Fig. 1: run 1, the clock network
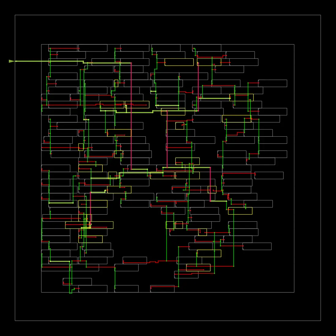
Fig. 2: run 1, where the registers sit
Scale: 3 px per um.
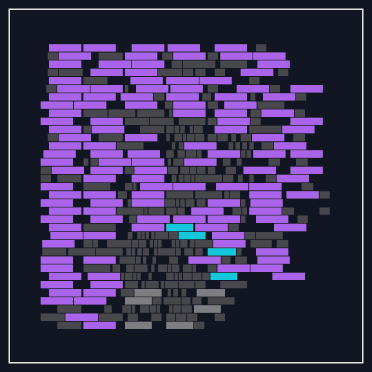
Fig. 3: run 1, signal wires on met3
Scale: 4 px per um.
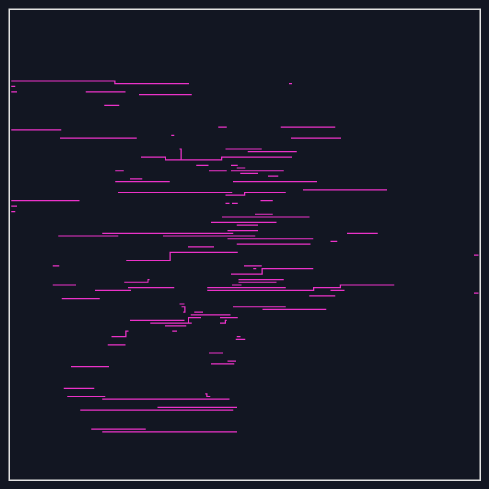
==> src/rtl/sync_fifo_ctrl.sv <==
// fifo_ctrl: pointer and flag control for sync_fifo.
// Owns the read/write pointers, the registered empty/full flags and the
// array write enable. The storage array lives in the parent.
module fifo_ctrl #(
  parameter int ADDR_WIDTH = 4
) (
  input  logic                  clk,
  input  logic                  reset_n,
  input  logic                  wr_i,
  input  logic                  rd_i,
  output logic [ADDR_WIDTH-1:0] wr_ptr_o,
  output logic [ADDR_WIDTH-1:0] rd_ptr_o,
  output logic                  we_o,
  output logic                  empty_o,
  output logic                  full_o
);

  logic [ADDR_WIDTH-1:0] wr_ptr_q, wr_ptr_d;
  logic [ADDR_WIDTH-1:0] rd_ptr_q, rd_ptr_d;
  logic                  empty_q, empty_d;
  logic                  full_q, full_d;
  logic                  we;
  logic                  re;

  // A pop only happens when something is stored.
  assign re = rd_i & ~empty_q;
  // When full, a write is still accepted if the same edge pops the head:
  // the freed slot is exactly the one the write pointer addresses.
  assign we = wr_i & (~full_q | rd_i);

  // Next-state for pointers and flags; flags follow the pointers in the same edge.
  always_comb begin
    wr_ptr_d = wr_ptr_q;
    rd_ptr_d = rd_ptr_q;
    empty_d  = empty_q;
    full_d   = full_q;
    if (we) wr_ptr_d = wr_ptr_q + 1'b1;
    if (re) rd_ptr_d = rd_ptr_q + 1'b1;
    case ({we, re})
      2'b10: begin
        empty_d = 1'b0;
        full_d  = (wr_ptr_d == rd_ptr_q);
      end
      2'b01: begin
        full_d  = 1'b0;
        empty_d = (rd_ptr_d == wr_ptr_q);
      end
      default: begin
        empty_d = empty_q;
        full_d  = full_q;
      end
    endcase
  end

  // State registers with asynchronous reset (reset_n is active-high here).
  always_ff @(posedge clk or posedge reset_n) begin
    if (reset_n) begin
      wr_ptr_q <= '0;
      rd_ptr_q <= '0;
      empty_q  <= 1'b1;
      full_q   <= 1'b0;
    end else begin
      wr_ptr_q <= wr_ptr_d;
      rd_ptr_q <= rd_ptr_d;
      empty_q  <= empty_d;
      full_q   <= full_d;
    end
  end

  assign wr_ptr_o = wr_ptr_q;
  assign rd_ptr_o = rd_ptr_q;
  assign we_o     = we & ~reset_n;
  assign empty_o  = empty_q;
  assign full_o   = full_q;

endmodule

==> src/rtl/sync_fifo.sv <==
// sync_fifo: single-clock first-word-fall-through FIFO.
// Depth is 2**ADDR_WIDTH; r_data always shows the head entry while not empty.
module sync_fifo #(
  parameter int DATA_WIDTH = 8,
  parameter int ADDR_WIDTH = 4
) (
  input  logic                  clk,
  input  logic                  reset_n,
  input  logic                  wr,
  input  logic                  rd,
  input  logic [DATA_WIDTH-1:0] w_data,
  output logic [DATA_WIDTH-1:0] r_data,
  output logic                  empty,
  output logic                  full
);

  localparam int DEPTH = 1 << ADDR_WIDTH;

  logic [DATA_WIDTH-1:0] mem_q [DEPTH];
  logic [ADDR_WIDTH-1:0] wr_ptr;
  logic [ADDR_WIDTH-1:0] rd_ptr;
  logic                  we;

  fifo_ctrl #(
    .ADDR_WIDTH (ADDR_WIDTH)
  ) u_ctrl (
    .clk      (clk),
    .reset_n  (reset_n),
    .wr_i     (wr),
    .rd_i     (rd),
    .wr_ptr_o (wr_ptr),
    .rd_ptr_o (rd_ptr),
    .we_o     (we),
    .empty_o  (empty),
    .full_o   (full)
  );

  // Storage array; contents are not cleared by reset.
  always_ff @(posedge clk) begin
    if (we) mem_q[wr_ptr] <= w_data;
  end

  // Fall-through read: head entry is visible without a pop.
  assign r_data = mem_q[rd_ptr];

endmodule

==> config.mk <==
export PLATFORM = sky130hd
export DESIGN_NAME = sync_fifo
export DESIGN_NICKNAME = d
export VERILOG_FILES = /design/src/rtl/sync_fifo_ctrl.sv /design/src/rtl/sync_fifo.sv
export SDC_FILE = /design/constraint.sdc
export NUM_CORES = 1
export LEC_CHECK = 0
export CORE_MARGIN = 10
export CORE_UTILIZATION = 60
export CTS_BUF_LIST = sky130_fd_sc_hd__clkbuf_16
export DETAILED_ROUTE_END_ITERATION = 8
export PLACE_DENSITY = 0.84
export SKIP_LAST_GASP = 1
export SYNTH_ARGS = -nofsm -noshare
export SYNTH_HDL_FRONTEND = slang
export SYNTH_SLANG_ARGS = --single-unit
==> constraint.sdc <==
create_clock -name clk -period 3.72 [get_ports clk]
set_input_delay 0.558 -clock clk [delete_from_list [all_inputs] [get_ports clk]]
set_output_delay 0.558 -clock clk [all_outputs]
set_load 0.005 [all_outputs]
==> impl_metrics.py, run 1 <==
# Synthesis and PnR figures
metrics = {
    "logic_synthesis": {
        "ys_sh_simple_pct": 3.72,
        "logic_family": "multiplexers",
        "ys_chip_area_um2": 5690,
        "ys_ff": 138,
        "yosysWarnings": 0,
        "synthCells": 324,
        "ys_sh_mux_pct": 12.7,
        "yosysSeqAreaShare_pct": 72.0,
        "aoi_share_pct": 5.54,
        "fp_nets": 342,
        "fa_ha_area_share_pct": 1.32,
        "synthesis.area_um2": 5690,
        "xor_area_share_pct": 2.42,
        "topCellsByArea": "edfxtp_1 68%, mux4_2 6.3%, mux2i_1 4.2%",
        "ys_types": 37,
        "ys_cells": 324,
        "post_synth.cell_area_avg_um2": 17.6,
        "top_area_share_pct": 67.6,
        "top_area_cell": "edfxtp_1",
    },
    "worst_hold_path": {
        "hold_class": "in -> async",
    },
    "worst_setup_path": {
        "path_buffers": 2,
        "crit_path_end": "r_data[1]",
        "r2r_slack_ns": 1.52,
        "cp-start-kind": "flip-flop",
        "slowest_delay_ns": 0.62,
        "reg2regPathDepth": 6,
        "path_max_fanout": 13,
        "cp_slowest_cell": "dfrtp_2",
        "crit_chain": "buf_4 -> mux4_2 -> a22oi_1 -> nand2_1 -> clkdlybuf4s50_1",
        "cp.arrival_ns": 2.84,
        "crit_start": "u_ctrl.rd_ptr_o[0]$_DFF_PP0_",
        "crit_cells": 5,
        "critPathTopFamily": "buffers and inverters",
        "crit_type": "reg -> out",
        "critPathCaptureType": "output pin",
        "rr_endpoint": "mem_q[7][3]$_DFFE_PP_",
        "cp_data_required_time_ns": 3.16,
        "r2r-start": "u_ctrl.full_o$_DFFE_PP0P_",
    },
    "timing": {
        "rsz0062_at_grt": "no",
        "hold_violations": 0,
        "max_freq_mhz": 294,
        "hold_ws_ns": 0.472,
        "relSlewSlack_pct": 38.6,
        "drv_slew": 0,
        "worst_pin_slew_ns": 0.918,
        "period_needed_ns": 3.40,
        "final.setup.tns_ns": 0,
        "final-setup-viol-count": 0,
        "period_used_pct": 91.4,
    },
    "floorplanning": {
        "fp.dieW_um": 117,
        "initial_utilization_pct": 61.6,
        "core_area_um2": 9240,
        "ios": 22,
        "die_h_um": 117,
        "dieArea_um2": 13800,
        "num_rows": 35,
    },
    "global_routing": {
        "grt_max_degree": 29,
        "met2_usage_pct": 30.3,
        "grt_use_total_pct": 18.7,
        "grt_pass1_wl_mm": 19.6,
        "grt_pass1_vias": 3261,
        "antenna_found_initial": 0,
        "grt-ovfl-total": 0,
        "grt.met1_usage_pct": 22.7,
        "busiest_layer": "met2",
    },
    "final_layout": {
        "regMostFlops": "mem_q",
        "largest_register_ff_count": 128,
        "nFillCells": 540,
        "area_growth_pct": 17.0,
        "drive_gt1_share_pct": 21.0,
        "diodes": 0,
        "nets": 378,
        "mostFrequentLayoutCells": "128 x edfxtp_1, 24 x mux2i_1, 21 x clkdlybuf4s50_1",
        "lay_top_count": "edfxtp_1",
    },
    "drt": {
        "drc_errors": 0,
        "via_per_inst": 6.25,
        "post_drt_wl_per_cell_um": 24.4,
        "drtIter0Drc": 297,
        "detail-route-antenna-nets": 0,
        "first_pass_iters": 6,
    },
    "place": {
        "hpwl_mm": 7.78,
        "globalplace.congestion": 0.859,
        "io_buffers": 21,
    },
    "clocking": {
        "cts_hold_buf": 0,
        "h-tree-depth": 4,
        "post-cts-setup-buffers": 0,
        "tritoncts": "built",
        "cts.sinks": 138,
        "cts_buffer_depth": 2,
        "ctsRootBufferMaster": "clkbuf_16",
        "clk_pin_slew_worst_paths_ns": 0.06,
        "cts_resized": 0,
    },
    "run": {
        "cap_violations": 0,
        "warnings": 29,
    },
    "run_status": {
        "status": "completed",
    },
    "pwr": {
        "vdd_ir_drop_max_uv": 498,
        "power_density_nw_per_um2": 805,
        "p_leak_uw": 0.00229,
    },
}
## Picture notes: Fig. 1
number of CTS-inserted buffers: 17
clk_lat worst skew: 0.41 ns
Clock Skew: 0.00862 ns
flop count: 138
clk_buf instances: 17

## Picture notes: Fig. 2
name in the netlist	colour	placed flops
u_ctrl.rd_ptr_o	cyan	4
mem_q	purple	128
not coloured	6
Final Util: 72.0%
Reg area: 4100 um^2
flop share of the area: 61.6%
seq pwr: 2020 uW

## Picture notes: Fig. 3
longest straight run	37.9 um
main direction	horizontal
wire length on this layer	995 um
nets with wire on the layer	68
final WL: 12.2 mm
met3 global-route usage: 5.32%
via count: 3132

==> run 1: layout make-up <==
type	count	area [um^2]	share of cell area, %
clock buffers	17	425	6.39
clock inverters	14	173	2.59
inverters	5	18.8	0.282
multi-input cells	164	1460	21.9
flip-flops and latches	138	4100	61.6
well taps	129	161	2.43
repair buffers	34	320	4.81
==> run 1: cells in the mapped netlist (all sizes together) <==
cell    instances
and2            1
nor4b           1
and3            1
o21a            1
and2b           1
nor3            4
mux4           16
nand3           1
xnor2          10
nor2b           1
xor2            4
a221oi          8
buf            15
nand2          18
dfrtp           9
edfxtp        128
mux2i          24
a32o            1
inv             5
a21oi           8
mux2           10
a22oi           9
dfstp           1
ha              6
o41ai           1
nor2           16
nand2b          2
clkbuf          2
o21ai          19
o211ai          1
==> run 1: power by group <==
group / total [uW] / internal (uW) / leakage (uW) / switching, uW
sequential: 2020 / 1830 / 0.00127 / 191
clock: 1700 / 1050 / 0.000291 / 646
combinational: 1640 / 796 / 0.000734 / 842
total: 5360 / 3680 / 0.00229 / 1680
==> run 1: through the flow <==
stage | std cells | instance area, um^2 | total power, uW | worst slack (ns) | util [%]
final | 501 | 6660 | 5360 | 0.322 | 72.0
after global routing | 501 | 6660 | 5610 | 0.221 | 72.0
after CTS | 501 | 6660 | 5360 | 0.319 | 72.0
after detailed placement | 470 | 6060 | 3650 | 0.811 | 65.6
after global placement | 470 | 6060 | 3600 | 0.830 | 65.6
after floorplan | 324 | 5690 | 3100 | 1.66 | -
==> run 1: per-layer routing <==
| metal | wire (um) | vias up | part of all wire [%] |
|---|---|---|---|
| li1 | - | 1346 | - |
| met1 | 4630 | 1576 | 38 |
| met2 | 6300 | 183 | 52 |
| met3 | 995 | 27 | 8.1 |
| met4 | 303 | 0 | 2.5 |
| met5 | 0 | - | 0 |
==> inputs of run 2 (changes only) <==
--- a/config.mk
+++ b/config.mk
@@ -9,8 +9,10 @@
 export CORE_UTILIZATION = 60
 export CTS_BUF_LIST = sky130_fd_sc_hd__clkbuf_16
 export DETAILED_ROUTE_END_ITERATION = 8
+export GPL_ROUTABILITY_DRIVEN = 0
 export PLACE_DENSITY = 0.84
 export SKIP_LAST_GASP = 1
+export SLEW_MARGIN = 20
 export SYNTH_ARGS = -nofsm -noshare
 export SYNTH_HDL_FRONTEND = slang
 export SYNTH_SLANG_ARGS = --single-unit
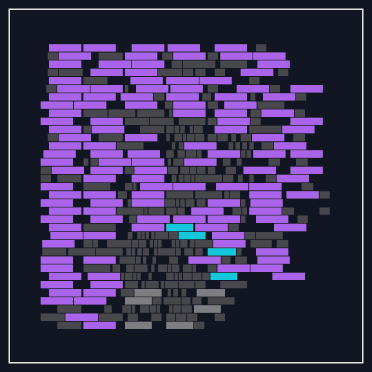
Fig. 4. Where the registers sit (run 2).
Scale: 3 px per um.
name in the netlist	colour	placed flops
u_ctrl.rd_ptr_o	cyan	4
mem_q	purple	128

==> run 2 against run 1 <==
Net effect: maximum frequency did not move; total power did not move; non-clock buffer count did not move; flip-flop count did not move; synthesized cell count did not move; global-route usage did not move; design area did not move; critical path type unchanged; critical endpoint unchanged; largest cell class unchanged; largest power group unchanged.
==> impl_metrics.py, run 2 <==
# Synthesis and PnR figures
metrics = {
    "logic_synthesis": {
        "synthTopCellsByCount": "128 x edfxtp_1, 24 x mux2i_1, 18 x nand2_1, 18 x o21ai_0",
        "yosysSeqAreaShare_pct": 72.0,
        "ys_types": 37,
        "yosysWarnings": 0,
        "ys_cells": 324,
        "synthCells": 324,
        "async_flop_share_pct": 7.25,
        "edf_count": 128,
        "top_area_share_pct": 67.6,
        "ys_chip_area_um2": 5690,
        "topCellsByArea": "edfxtp_1 68%, mux4_2 6.3%, mux2i_1 4.2%",
        "ys_ff": 138,
        "synthesis.area_um2": 5690,
        "fp_nets": 342,
        "most_common_cell": "edfxtp_1",
        "top_area_cell": "edfxtp_1",
        "post_synth.cell_area_avg_um2": 17.6,
        "ys.flop_type": "edfxtp_1",
    },
    "clocking": {
        "cts_resized": 0,
        "clock_latency_ns": 0.41,
        "h-tree-depth": 4,
        "clk_pin_slew_worst_paths_ns": 0.06,
        "cts_buffer_depth": 2,
        "cts_buffers": 17,
        "post-cts-setup-buffers": 0,
        "ctsRootBufferMaster": "clkbuf_16",
        "tritoncts": "built",
        "cts_hold_buf": 0,
    },
    "pwr": {
        "p_leak_uw": 0.00229,
        "finalPower_uw": 5360,
        "power_density_nw_per_um2": 805,
        "vdd_ir_drop_max_uv": 498,
    },
    "final_layout": {
        "clock_cell_area_share_pct": 8.99,
        "buffer_area_share_pct": 4.81,
        "sh_comb_area_pct": 21.9,
        "nFillCells": 540,
        "dominant_cells": "registers",
        "seqCellArea_um2": 4100,
        "nets": 378,
        "mostFrequentLayoutCells": "128 x edfxtp_1, 24 x mux2i_1, 21 x clkdlybuf4s50_1",
        "logic_gates": 164,
        "n_clock_buffer": 17,
        "seq_share_pct": 61.6,
        "n_all_inverters": 5,
        "drive_gt1_share_pct": 21.0,
        "buffers_excl_clock": 34,
        "flop-count": 138,
        "largest_register_ff_count": 128,
        "regMostFlops": "mem_q",
        "fin_cells": 501,
        "lay_top_count": "edfxtp_1",
        "area_growth_pct": 17.0,
        "diodes": 0,
        "combGateArea_um2": 1460,
    },
    "timing": {
        "fin_worst_skew_ns": 0.00862,
        "drv_slew": 0,
        "period_used_pct": 91.4,
        "max_freq_mhz": 294,
        "final.setup.tns_ns": 0,
        "hold_violations": 0,
        "period_needed_ns": 3.40,
        "rsz0062_at_grt": "no",
        "fin_ws_ns": 0.322,
        "worst_pin_slew_ns": 0.918,
        "relSlewSlack_pct": 38.6,
        "final-setup-viol-count": 0,
        "hold_ws_ns": 0.472,
    },
    "worst_setup_path": {
        "cp_data_required_time_ns": 3.16,
        "path_max_fanout": 13,
        "cp-start-kind": "flip-flop",
        "r2r_slack_ns": 1.52,
        "cp.arrival_ns": 2.84,
        "crit_type": "reg -> out",
        "critPathCaptureType": "output pin",
    },
    "worst_hold_path": {
        "hold_class": "in -> async",
    },
    "drt": {
        "drtIter0Drc": 297,
        "post_drt_wl_per_cell_um": 24.4,
        "first_pass_iters": 6,
        "detail-route-antenna-nets": 0,
        "drt_wl_total_mm": 12.2,
        "drc_errors": 0,
        "num_vias": 3132,
        "via_per_inst": 6.25,
    },
    "floorplanning": {
        "dieArea_um2": 13800,
        "num_rows": 35,
        "nWellTaps": 129,
        "fp.dieW_um": 117,
        "ios": 22,
        "core_area_um2": 9240,
        "die_h_um": 117,
        "initial_utilization_pct": 61.6,
    },
    "global_routing": {
        "grt_use_total_pct": 18.7,
        "grt_max_degree": 29,
        "grt-ovfl-total": 0,
        "antenna_found_initial": 0,
        "grt_pass1_vias": 3261,
        "grt_pass1_wl_mm": 19.6,
    },
    "place": {
        "io_buffers": 21,
        "post-place-cells": 470,
        "hpwl_mm": 7.78,
        "dp_slack_ns": 0.811,
    },
    "run": {
        "cap_violations": 0,
        "warnings": 29,
    },
    "run_status": {
        "status": "completed",
    },
}
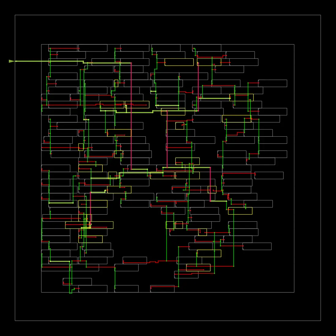
Fig. 5. The clock network (run 2).
clk pwr: 1700 uW
clock tree sinks: 138

-- run 2: cell counts in the layout (fill, tap and decap cells not counted) --
No cell type changed its count.
-- run 2: metrics by stage --
stage	cell area, um^2	util, %
global route	6660	72.0
finish	6660	72.0
CTS	6660	72.0
floorplan	5690	-
global placement	6060	65.6
detailed placement	6060	65.6
-- run 2: logic make-up after synthesis --
kind of cell / after synthesis / synth area share, %
AOI/OAI and AO/OA: 48 / 5.54
adders and majority gates: 6 / 1.32
DFF: 138 / 72.0
muxes: 50 / 12.7
xor gates and xnor gates: 14 / 2.42
buffers and inverters: 22 / 2.33
and+or+nand+nor: 46 / 3.72
-- run 2: metal layers --
metal	up-vias	share of wire (%)	track usage, %
li1	1346	-	-
met1	1576	38	22.7
met2	183	52	30.3
met3	27	8.1	5.32
met4	0	2.5	8.53
met5	-	0	0
-- run 2: critical path, stage by stage, from the launching register on --
cell and delay, ns:
dfrtp_2 0.62, buf_4 0.37, mux4_2 0.61, a22oi_1 0.20, nand2_1 0.14, clkdlybuf4s50_1 0.48
-- run 2: worst paths after layout --
kind | from | endpoint | cells past startpoint
max reg2reg | u_ctrl.full_o$_DFFE_PP0P_ | mem_q[7][3]$_DFFE_PP_ | 6
min in group clk | u_ctrl.full_o$_DFFE_PP0P_ | u_ctrl.full_o$_DFFE_PP0P_ | 2
max in group asynchronous | reset_n | u_ctrl.empty_o$_DFFE_PP1P_ | 2
max | u_ctrl.rd_ptr_o[0]$_DFF_PP0_ | r_data[1] | 5
min reg2reg | u_ctrl.full_o$_DFFE_PP0P_ | u_ctrl.full_o$_DFFE_PP0P_ | 2
min | reset_n | u_ctrl.wr_ptr_o[2]$_DFF_PP0_ | 2
-- run 2: where the power goes --
part	internal (uW)	switching [uW]
clock network	1050	646
registers	1830	191
logic	796	842
total	3680	1680
Power is estimated from default activity; no workload was simulated.
